===== src/rtl/intr_ctrl.sv =====
// Machine interrupt source: mtime/mtimecmp timer, msip, NUM_EXT synced external lines; optional claim reg (INTR_CTRL_CLAIM_EN).
// Latency: intr/intr_cause 1 clk after source change, ext_irq->intr 3 clk; bus_rdat 1 clk after read strobe.
// Backpressure: none, bus accesses always complete in a single cycle.
module intr_ctrl #(
  parameter int NUM_EXT  = 4,
  parameter int TIME_DIV = 1
) (
  input  logic               clk,
  input  logic               rst,
  input  logic [NUM_EXT-1:0] ext_irq,
  input  logic               bus_en,
  input  logic               bus_we,
  input  logic [7:0]         bus_addr,
  input  logic [31:0]        bus_wdat,
  output logic [31:0]        bus_rdat,
  output logic               intr,
  output logic [4:0]         intr_cause,
  output logic [63:0]        mtime_o
);

  localparam int PW = (TIME_DIV > 1) ? $clog2(TIME_DIV) : 1;
  localparam logic [PW-1:0] PMAX = PW'(TIME_DIV - 1);

  logic [PW-1:0]      presc;
  logic               tick;
  logic [63:0]        mtime;
  logic [63:0]        mtimecmp;
  logic               msip;
  logic [NUM_EXT-1:0] ext_en;
  logic [NUM_EXT-1:0] ext_edge;
  logic [NUM_EXT-1:0] ext_pend;
  logic [NUM_EXT-1:0] sync1;
  logic [NUM_EXT-1:0] sync2;
  logic [NUM_EXT-1:0] rise;
  logic [NUM_EXT-1:0] wr_clr;
  logic [NUM_EXT-1:0] pend_clr;
  logic [NUM_EXT-1:0] edge_nxt;
  logic [NUM_EXT-1:0] pend_nxt;
  logic [5:0]         widx;
  logic               wr;
  logic               rd;
  logic               mtip;
  logic               meip;
  logic [31:0]        rdata;
  logic               unused_addr;

  assign wr          = bus_en & bus_we;
  assign rd          = bus_en & ~bus_we;
  assign widx        = bus_addr[7:2];
  assign unused_addr = ^bus_addr[1:0];
  assign tick        = (presc == PMAX);

  always_ff @(posedge clk) begin
    if (rst)       presc <= '0;
    else if (tick) presc <= '0;
    else           presc <= presc + 1'b1;
  end

  // A write to either half freezes the whole counter for that cycle.
  always_ff @(posedge clk) begin
    if (rst)                         mtime         <= '0;
    else if (wr && widx == 6'h00)    mtime[31:0]   <= bus_wdat;
    else if (wr && widx == 6'h01)    mtime[63:32]  <= bus_wdat;
    else if (tick)                   mtime         <= mtime + 64'd1;
  end

  always_ff @(posedge clk) begin
    if (rst) begin
      mtimecmp <= '1;
      msip     <= 1'b0;
      ext_en   <= '0;
      ext_edge <= '0;
    end else if (wr) begin
      case (widx)
        6'h02:   mtimecmp[31:0]  <= bus_wdat;
        6'h03:   mtimecmp[63:32] <= bus_wdat;
        6'h04:   msip            <= bus_wdat[0];
        6'h05:   ext_en          <= bus_wdat[NUM_EXT-1:0];
        6'h07:   ext_edge        <= bus_wdat[NUM_EXT-1:0];
        default: ;
      endcase
    end
  end

  assign wr_clr   = (wr && widx == 6'h06) ? bus_wdat[NUM_EXT-1:0] : '0;
  assign edge_nxt = (wr && widx == 6'h07) ? bus_wdat[NUM_EXT-1:0] : ext_edge;
  assign rise     = sync1 & ~sync2;

`ifdef INTR_CTRL_CLAIM_EN
  logic [NUM_EXT-1:0] claim_clr;
  logic [4:0]         claim_id;

  // Descending scan so the lowest-index pending line is the one left standing.
  always_comb begin
    claim_id  = '0;
    claim_clr = '0;
    for (int i = NUM_EXT - 1; i >= 0; i--) begin
      if (ext_pend[i] && ext_en[i]) begin
        claim_id     = 5'(i + 1);
        claim_clr    = '0;
        claim_clr[i] = 1'b1;
      end
    end
    if (!(rd && widx == 6'h08)) claim_clr = '0;
  end

  assign pend_clr = wr_clr | claim_clr;
`else
  assign pend_clr = wr_clr;
`endif

  // Level lines load sync1 so pend equals the synchronised level in the same cycle.
  always_comb begin
    pend_nxt = '0;
    for (int i = 0; i < NUM_EXT; i++) begin
      if (!edge_nxt[i])      pend_nxt[i] = sync1[i];
      else if (!ext_edge[i]) pend_nxt[i] = rise[i];
      else                   pend_nxt[i] = rise[i] | (ext_pend[i] & ~pend_clr[i]);
    end
  end

  always_ff @(posedge clk) begin
    if (rst) begin
      sync1    <= '0;
      sync2    <= '0;
      ext_pend <= '0;
    end else begin
      sync1    <= ext_irq;
      sync2    <= sync1;
      ext_pend <= pend_nxt;
    end
  end

  assign mtip = (mtime >= mtimecmp);
  assign meip = |(ext_pend & ext_en);

  always_ff @(posedge clk) begin
    if (rst) begin
      intr       <= 1'b0;
      intr_cause <= 5'd0;
    end else begin
      intr <= meip | msip | mtip;
      if (meip)      intr_cause <= 5'd11;
      else if (msip) intr_cause <= 5'd3;
      else if (mtip) intr_cause <= 5'd7;
      else           intr_cause <= 5'd0;
    end
  end

  always_comb begin
    rdata = '0;
    case (widx)
      6'h00:   rdata = mtime[31:0];
      6'h01:   rdata = mtime[63:32];
      6'h02:   rdata = mtimecmp[31:0];
      6'h03:   rdata = mtimecmp[63:32];
      6'h04:   rdata = {31'd0, msip};
      6'h05:   rdata = 32'(ext_en);
      6'h06:   rdata = 32'(ext_pend);
      6'h07:   rdata = 32'(ext_edge);
`ifdef INTR_CTRL_CLAIM_EN
      6'h08:   rdata = 32'(claim_id);
`endif
      default: rdata = '0;
    endcase
  end

  always_ff @(posedge clk) begin
    if (rst)     bus_rdat <= '0;
    else if (rd) bus_rdat <= rdata;
    else         bus_rdat <= '0;
  end

  assign mtime_o = mtime;

endmodule


===== config.mk =====
export PLATFORM = sky130hd
export DESIGN_NAME = intr_ctrl
export DESIGN_NICKNAME = d
export VERILOG_FILES = /design/src/rtl/intr_ctrl.sv
export SDC_FILE = /design/constraint.sdc
export NUM_CORES = 1
export LEC_CHECK = 0
export CELL_PAD_IN_SITES_DETAIL_PLACEMENT = 0
export CELL_PAD_IN_SITES_GLOBAL_PLACEMENT = 1
export CORE_MARGIN = 2
export CORE_UTILIZATION = 37
export DETAILED_ROUTE_END_ITERATION = 6
export PLACE_DENSITY = 0.75
export SYNTH_ARGS = -nofsm -noshare
export SYNTH_HDL_FRONTEND = slang
export SYNTH_SLANG_ARGS = --single-unit

===== constraint.sdc =====
create_clock -name clk -period 3 [get_ports clk]
set_input_delay 0.6 -clock clk [delete_from_list [all_inputs] [get_ports clk]]
set_output_delay 0.6 -clock clk [all_outputs]
set_load 0.1 [all_outputs]

Figure 1. Clock wires, drivers and flops (run 1).
Bar = 50 um.
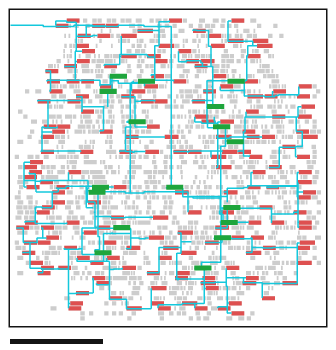
- green: clock-net drivers (count 17)
- cyan: clock wires (length 2670 um)
- red: flip-flops (count 186)
- routed clock nets: 18

Figure 2. Close-up of the layout (run 1).
Region (65, 31) to (105, 71) um. Cells in gray, sequential cells in the stronger gray; small squares are vias.
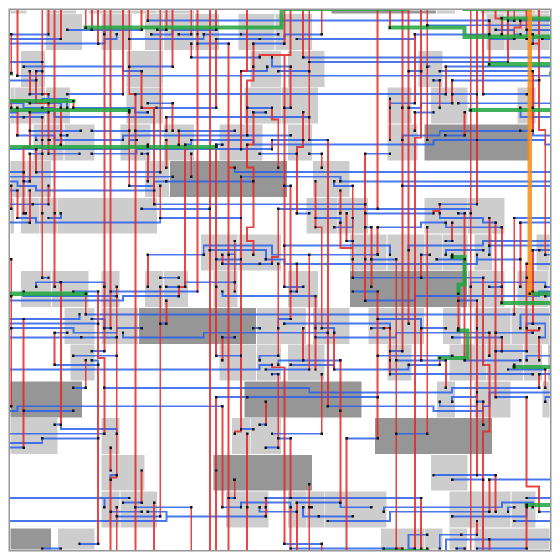
- orange: M4
- blue: M1
- red: M2
- green: M3
- sequential cells in the window: 8
- netlist names of flops here include: mtime_o (7), mtimecmp (1)
- cells with their middle in the window: 100
- most frequent: buf_4 (18), nand2_1 (8), nor2_1 (6)

==> impl_report.txt, run 1 <==
PHYSICAL IMPLEMENTATION REPORT
----------------------------------------------------
[Drt]
  Highest routed layer ........................ met5
  Routed metal-1 wire length ........................ 16600 um
  Antenna-violating nets left ........................ 0
  Vias post-DR ........................ 9913
  Detailed-route vias per instance ........................ 5.59
  WL met2 ........................ 15900 um
  Number of search-and-repair iterations in the first detailed-routing pass ........................ 7
  Drt initial violations ........................ 988
  Post-route DRC violation count ........................ 0
  Met3 WL post-DR ........................ 1860 um
  WL final ........................ 35100 um

[Power]
  Combinational Power Share ........................ 0.090
  Power density over the cells ........................ 400 mW/mm^2
  Overall power consumption ........................ 5250 uW
  Power Internal ........................ 3820 uW
  P_clk ........................ 2290 uW
  Part of the power in registers ........................ 0.474
  Peak VDD IR ........................ 0.000328 V
  Power group with the highest consumption ........................ sequential cells
  Clock network fraction of design power ........................ 0.436
  Switching power ........................ 1430 uW
  Static Leakage ........................ 0.00561 uW
  Power attributed to combinational cells ........................ 472 uW
  Switch share ........................ 0.272
  Power attributed to sequential cells ........................ 2490 uW

[Clock tree]
  TritonCTS Buffers ........................ 17
  Cts-stage hold buffer count ........................ 0
  Total number of H-tree levels ........................ 4
  Number of buffers inserted to repair setup after CTS ........................ 0
  Bufs on Longest Clock Path ........................ 2
  Clk sinks ........................ 186
  TritonCTS clock tree ........................ done
  Buffer type at the clock tree root ........................ sky130_fd_sc_hd__clkbuf_16
  Clock transition time at the flip-flop clock pins of the worst setup and hold paths ........................ 0.07 ns
  Post-cts resize count ........................ 0
  Insertion delay to the later sink of the worst-skew pair ........................ 0.44 ns

[Run]
  Number of maximum-capacitance violations ........................ 0
  Tally of OpenROAD warnings ........................ 28

[Logic synthesis]
  Synth Area in Simple Gates ........................ 0.215
  Dominant cell by count in the synthesized netlist ........................ sky130_fd_sc_hd__nor2_1
  Most common flop cell mapped by yosys ........................ sky130_fd_sc_hd__dfxtp_1
  Gate count after technology mapping ........................ 1231
  Area leader share ........................ 0.364
  Mux share ........................ 0.0543
  Post-synthesis share of cell area spent on xor and xnor gates ........................ 0.0265
  Synth Warn # ........................ 0
  Compound Share, Synth ........................ 0.205
  Async SR Flop Fraction ........................ 0
  FA/HA/MAJ Cells, Area Fraction ........................ 0.0794
  Post-synth top cells ........................ sky130_fd_sc_hd__nor2_1 (210), sky130_fd_sc_hd__dfxtp_1 (186), sky130_fd_sc_hd__inv_1 (72), sky130_fd_sc_hd__clkbuf_1 (69), sky130_fd_sc_hd__ha_1 (65)
  Synthesized registers ........................ 186
  Number of unique standard cell types used by synthesis ........................ 60
  Post-synthesis sequential area ratio ........................ 0.364
  Cell Area, Synth ........................ 0.0102 mm^2
  YS chip area ........................ 0.0102 mm^2
  Number of flops mapped to enable cells by yosys ........................ 0
  Average cell area after synthesis ........................ 8.32 um^2
  Top logic cell family in the synthesized netlist ........................ simple AND/OR/NAND/NOR gates
  Biggest area consumer among synthesized cells ........................ sky130_fd_sc_hd__dfxtp_1
  Ys cells ........................ 1231

[Final timing]
  Setup Viol. Count Final ........................ 0
  Post-route setup slack ........................ 0.174 ns
  Number of slew-limit violations in the final report ........................ 0
  Setup total negative slack ........................ 0 ns
  Worst hold slack ........................ 0.410 ns
  F_max ........................ 354 MHz
  Period utilisation layout ........................ 0.942
  Fin crit period ........................ 2.83 ns
  Maximum clock skew at final layout ........................ 0.0124 ns
  Setup repair after global routing missed its margin ........................ no
  Tightest slew margin relative to the limit ........................ 0.443
  Hold Violations, Final ........................ 0
  Worst-Margin Slew ........................ 0.829 ns

[Cells and area]
  Utilization of the core after routing ........................ 0.486
  Number of multi-input combinational cells ........................ 897
  Gate Area ........................ 0.00599 mm^2
  Number of non-clock inverters in the layout ........................ 72
  Antenna diode instance count ........................ 0
  Non-clock buffering overhead in the final layout ........................ 0.154
  Most frequent logic cell in the layout ........................ sky130_fd_sc_hd__nor2_1
  Most common logic cells in the final layout ........................ sky130_fd_sc_hd__nor2_1 (207), sky130_fd_sc_hd__buf_4 (193), sky130_fd_sc_hd__dfxtp_1 (135), sky130_fd_sc_hd__inv_1 (72), sky130_fd_sc_hd__ha_1 (65)
  Fraction of area in multi-input gates ........................ 0.456
  Seq Cell Count ........................ 186
  Cell area after layout ........................ 0.0131 mm^2
  Largest cell class ........................ combinational gates
  Final net count ........................ 1531
  Area added between synthesis and finish ........................ 28.2%
  Non-clock buffer total of the final layout ........................ 244
  Clock buffer instance count of the final layout ........................ 19
  Footprint of the flip-flops and latches ........................ 0.00385 mm^2
  Number of fillers in the final layout ........................ 2674
  Clock Network Area Fraction ........................ 0.0435
  Share of cells above drive strength 1 ........................ 0.226

[Place]
  Total placed cells including tap cells ........................ 1740
  Worst slack, placed ........................ -0.173 ns
  I/O Buffers ........................ 146
  Routability Congestion ........................ 0.860
  Cell area reported after detailed placement ........................ 0.0125 mm^2
  HPWL reported at the end of detailed placement ........................ 25400 um

[Hold path]
  Startpoint of the tightest hold check path ........................ rst
  Kind of path behind the tightest hold check ........................ in2reg
  Endpoint, Worst Hold ........................ sync1[3]$_SDFF_PP0_
  Hold Path Stages ........................ 2

[GRT]
  Met3 track utilization from global routing ........................ 0.0330
  Overall fraction of global-route tracks in use ........................ 0.246
  Global-route wire length before repair ........................ 54600 um
  Vias in the first global route ........................ 9434
  Pin count of the biggest net entering global routing ........................ 86
  Number of antenna violations at the first check in global routing ........................ 1
  Met1 track demand over resource ........................ 0.347
  Overflow left after global routing ........................ 0
  Met2 usage ........................ 0.390
  Global-route layer with the greatest usage ........................ met2

[Worst setup path]
  Type of the worst setup path ........................ reg2reg
  Crit-path leading delay family ........................ simple AND/OR/NAND/NOR gates
  Terminus of the critical flop-to-flop path ........................ mtime_o[63]$_SDFFE_PP0P_
  Cell with the largest stage delay on the worst path ........................ sky130_fd_sc_hd__or4b_4
  Startpoint kind of the worst setup timing path ........................ register
  Largest stage delay, worst path ........................ 0.59 ns
  Flop-to-flop setup slack ........................ 0.17 ns
  Critical Path Stages ........................ 6
  Cell breakdown of the critical path ........................ nand2_1 > or3_4 > or4b_1 > or4b_4 > or4_1 > a41oi_2
  CP Buf/Inv Count ........................ 0
  Reg2reg start ........................ mtime_o[39]$_SDFFE_PP0P_
  Worst Setup End Kind ........................ register
  Setup crit end ........................ mtime_o[63]$_SDFFE_PP0P_
  Path depth of the worst reg2reg path ........................ 6
  Launching element of the worst setup path ........................ mtime_o[39]$_SDFFE_PP0P_
  Maximum fanout encountered on the critical timing path ........................ 9
  Endpoint arrival time on the critical path ........................ 3.19 ns
  Data required time of the critical path ........................ 3.36 ns

[Floorplanning]
  # rows ........................ 60
  Fraction of the core area occupied by cells at floorplan ........................ 0.379
  Chip area ........................ 0.0290 mm^2
  Die Width ........................ 170 um
  Io pins ........................ 150
  Die Y-Extent ........................ 170 um

[Outcome]
  Status ........................ complete, no violations

----------------------------------------------------
Figure 3. Signal wires on met3 (run 1).
Bar = 50 um.
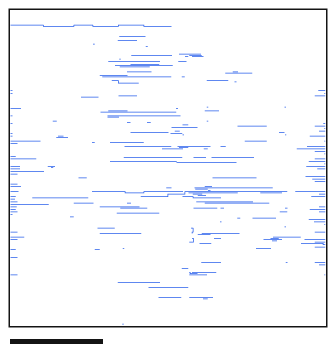
- nets with wire on the layer: 147
- main direction: horizontal
- longest straight run: 55.0 um
- share of all routed wire: 5.3%
- wire length on this layer: 1860 um

Figure 4. Cell outlines without signal wires (run 1).
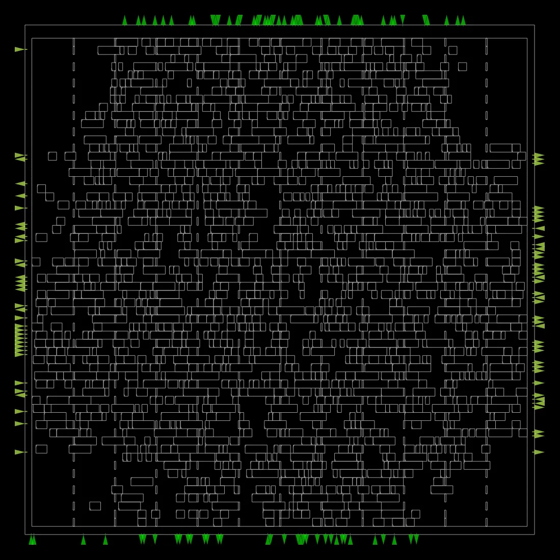
floorplan core area: 0.0270 mm^2
Cell Count, Final, Fillers Out: 1772
tap cell count: 341
share of cell area taken by flip-flops and latches: 0.293

==> run 1 -> run 2 <==
--- a/config.mk
+++ b/config.mk
@@ -5,12 +5,13 @@
 export SDC_FILE = /design/constraint.sdc
 export NUM_CORES = 1
 export LEC_CHECK = 0
+export CAP_MARGIN = 20
 export CELL_PAD_IN_SITES_DETAIL_PLACEMENT = 0
 export CELL_PAD_IN_SITES_GLOBAL_PLACEMENT = 1
 export CORE_MARGIN = 2
-export CORE_UTILIZATION = 37
+export CORE_UTILIZATION = 41
 export DETAILED_ROUTE_END_ITERATION = 6
-export PLACE_DENSITY = 0.75
+export PLACE_DENSITY = 0.78
 export SYNTH_ARGS = -nofsm -noshare
 export SYNTH_HDL_FRONTEND = slang
 export SYNTH_SLANG_ARGS = --single-unit
==> constraint.sdc (replaced) <==
create_clock -name clk -period 2.85 [get_ports clk]
set_input_delay 0.57 -clock clk [delete_from_list [all_inputs] [get_ports clk]]
set_output_delay 0.57 -clock clk [all_outputs]
set_load 0.1 [all_outputs]
Figure 5. Signal wires by layer (run 2).
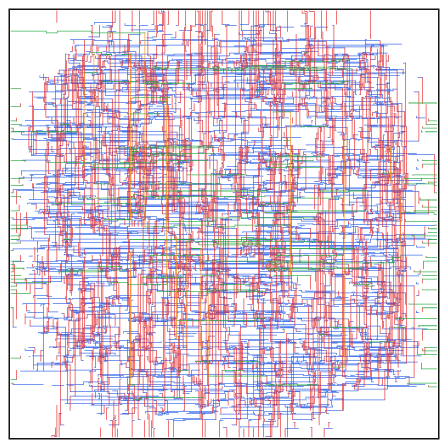
- blue: M1 (wire length 16200 um)
- orange: M4 (wire length 838 um)
- red: M2 (wire length 15300 um)
- green: M3 (wire length 2210 um)

Figure 6. Signal wires on met3 (run 2).
Bar = 50 um.
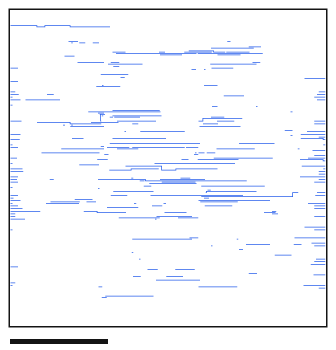
- share of all routed wire: 6.4%
- wire length on this layer: 2210 um
- main direction: horizontal

==> run 2 against run 1 <==
Combinational power is 5.9% higher; global-route usage grew 1.5 points; highest routed layer is now met4; largest cell class unchanged; register-to-register slack got worse by 0.07 ns.
==> impl_report.txt, run 2 <==
PHYSICAL IMPLEMENTATION REPORT
----------------------------------------------------
[Logic synthesis]
  Biggest area consumer among synthesized cells ........................ sky130_fd_sc_hd__dfxtp_1
  Mux share ........................ 0.0543 (unchanged)
  YS chip area ........................ 0.0102 mm^2 (unchanged)
  Area leader share ........................ 0.364 (unchanged)
  Synth Area in Simple Gates ........................ 0.215 (unchanged)
  Compound Share, Synth ........................ 0.205 (unchanged)
  FA/HA/MAJ Cells, Area Fraction ........................ 0.0794 (unchanged)
  Gate count after technology mapping ........................ 1231 (unchanged)
  Top logic cell family in the synthesized netlist ........................ simple AND/OR/NAND/NOR gates
  Synthesized registers ........................ 186 (unchanged)

[Place]
  Routability Congestion ........................ 0.864 (+0.44%)
  HPWL reported at the end of detailed placement ........................ 25200 um (-0.85%)
  Worst slack, placed ........................ -0.301 ns (-0.128 ns)

[Cells and area]
  Utilization of the core after routing ........................ 0.547 (+0.0617)
  Share of cell area taken by flip-flops and latches ........................ 0.290 (-0.00345)
  Number of non-clock inverters in the layout ........................ 72 (unchanged)
  Number of multi-input combinational cells ........................ 897 (unchanged)
  Clock Network Area Fraction ........................ 0.0484 (+0.00489)
  Most frequent logic cell in the layout ........................ sky130_fd_sc_hd__nor2_1
  Non-clock buffer total of the final layout ........................ 257 (+5.3%)
  Number of fillers in the final layout ........................ 2328 (-13%)
  Footprint of the flip-flops and latches ........................ 0.00387 mm^2 (+0.52%)
  Most common logic cells in the final layout ........................ sky130_fd_sc_hd__nor2_1 (207), sky130_fd_sc_hd__buf_4 (205), sky130_fd_sc_hd__dfxtp_1 (131), sky130_fd_sc_hd__inv_1 (72), sky130_fd_sc_hd__ha_1 (65)
  Seq Cell Count ........................ 186 (unchanged)
  Final net count ........................ 1544 (+0.85%)
  Largest cell class ........................ combinational gates
  Cell area after layout ........................ 0.0133 mm^2 (+1.7%)

[GRT]
  Pin count of the biggest net entering global routing ........................ 95 (+10%)
  Overall fraction of global-route tracks in use ........................ 0.261 (+0.0152)
  Met3 track utilization from global routing ........................ 0.0409 (+0.00783)
  Global-route layer with the greatest usage ........................ met2
  Overflow left after global routing ........................ 0 (unchanged)
  Number of antenna violations at the first check in global routing ........................ 0 (-1)

[Hold path]
  Startpoint of the tightest hold check path ........................ sync1[1]$_SDFF_PP0_

[Worst setup path]
  Launching element of the worst setup path ........................ mtimecmp[9]$_SDFFE_PP1P_
  Critical Path Stages ........................ 10 (+4)
  Maximum fanout encountered on the critical timing path ........................ 2 (-7)
  Reg2reg start ........................ mtimecmp[9]$_SDFFE_PP1P_
  Largest stage delay, worst path ........................ 0.50 ns (-0.09 ns)
  Data required time of the critical path ........................ 3.13 ns (-0.23 ns)
  Terminus of the critical flop-to-flop path ........................ intr_cause[1]$_SDFF_PP0_
  CP Buf/Inv Count ........................ 3 (+3)
  Setup crit end ........................ intr_cause[1]$_SDFF_PP0_
  Path depth of the worst reg2reg path ........................ 10 (+4)

[Drt]
  WL final ........................ 34500 um (-1.6%)
  WL met2 ........................ 15300 um (-4.1%)
  Highest routed layer ........................ met4
  Post-route DRC violation count ........................ 0 (unchanged)
  Routed metal-1 wire length ........................ 16200 um (-2.7%)
  Met3 WL post-DR ........................ 2210 um (+19%)

[Floorplanning]
  Tap cell count ........................ 324 (-5.0%)
  Die Width ........................ 162 um (-4.9%)

[Final timing]
  F_max ........................ 364 MHz (+2.9%)
  Period utilisation layout ........................ 0.964 (+0.0216)
  Worst hold slack ........................ 0.463 ns (+0.0530 ns)
  Fin crit period ........................ 2.75 ns (-0.0797 ns)
  Setup repair after global routing missed its margin ........................ no

[Power]
  Switching power ........................ 1440 uW (+0.77%)
  Power attributed to sequential cells ........................ 2610 uW (+5%)
  Peak VDD IR ........................ 0.000286 V (-13%)
  Static Leakage ........................ 0.00576 uW (+2.8%)
  Power density over the cells ........................ 430 mW/mm^2 (+7.7%)
  P_clk ........................ 2630 uW (+15%)
  Combinational Power Share ........................ 0.087 (-0.003)
  Power attributed to combinational cells ........................ 500 uW (+5.9%)
  Switch share ........................ 0.251 (-0.0217)
  Overall power consumption ........................ 5750 uW (+9.5%)

[Clock tree]
  Bufs on Longest Clock Path ........................ 2 (unchanged)
  TritonCTS Buffers ........................ 17 (unchanged)
  TritonCTS clock tree ........................ done
  Buffer type at the clock tree root ........................ sky130_fd_sc_hd__clkbuf_16

[Outcome]
  Status ........................ complete, no violations

----------------------------------------------------
Power and IR drop assume default switching activity.
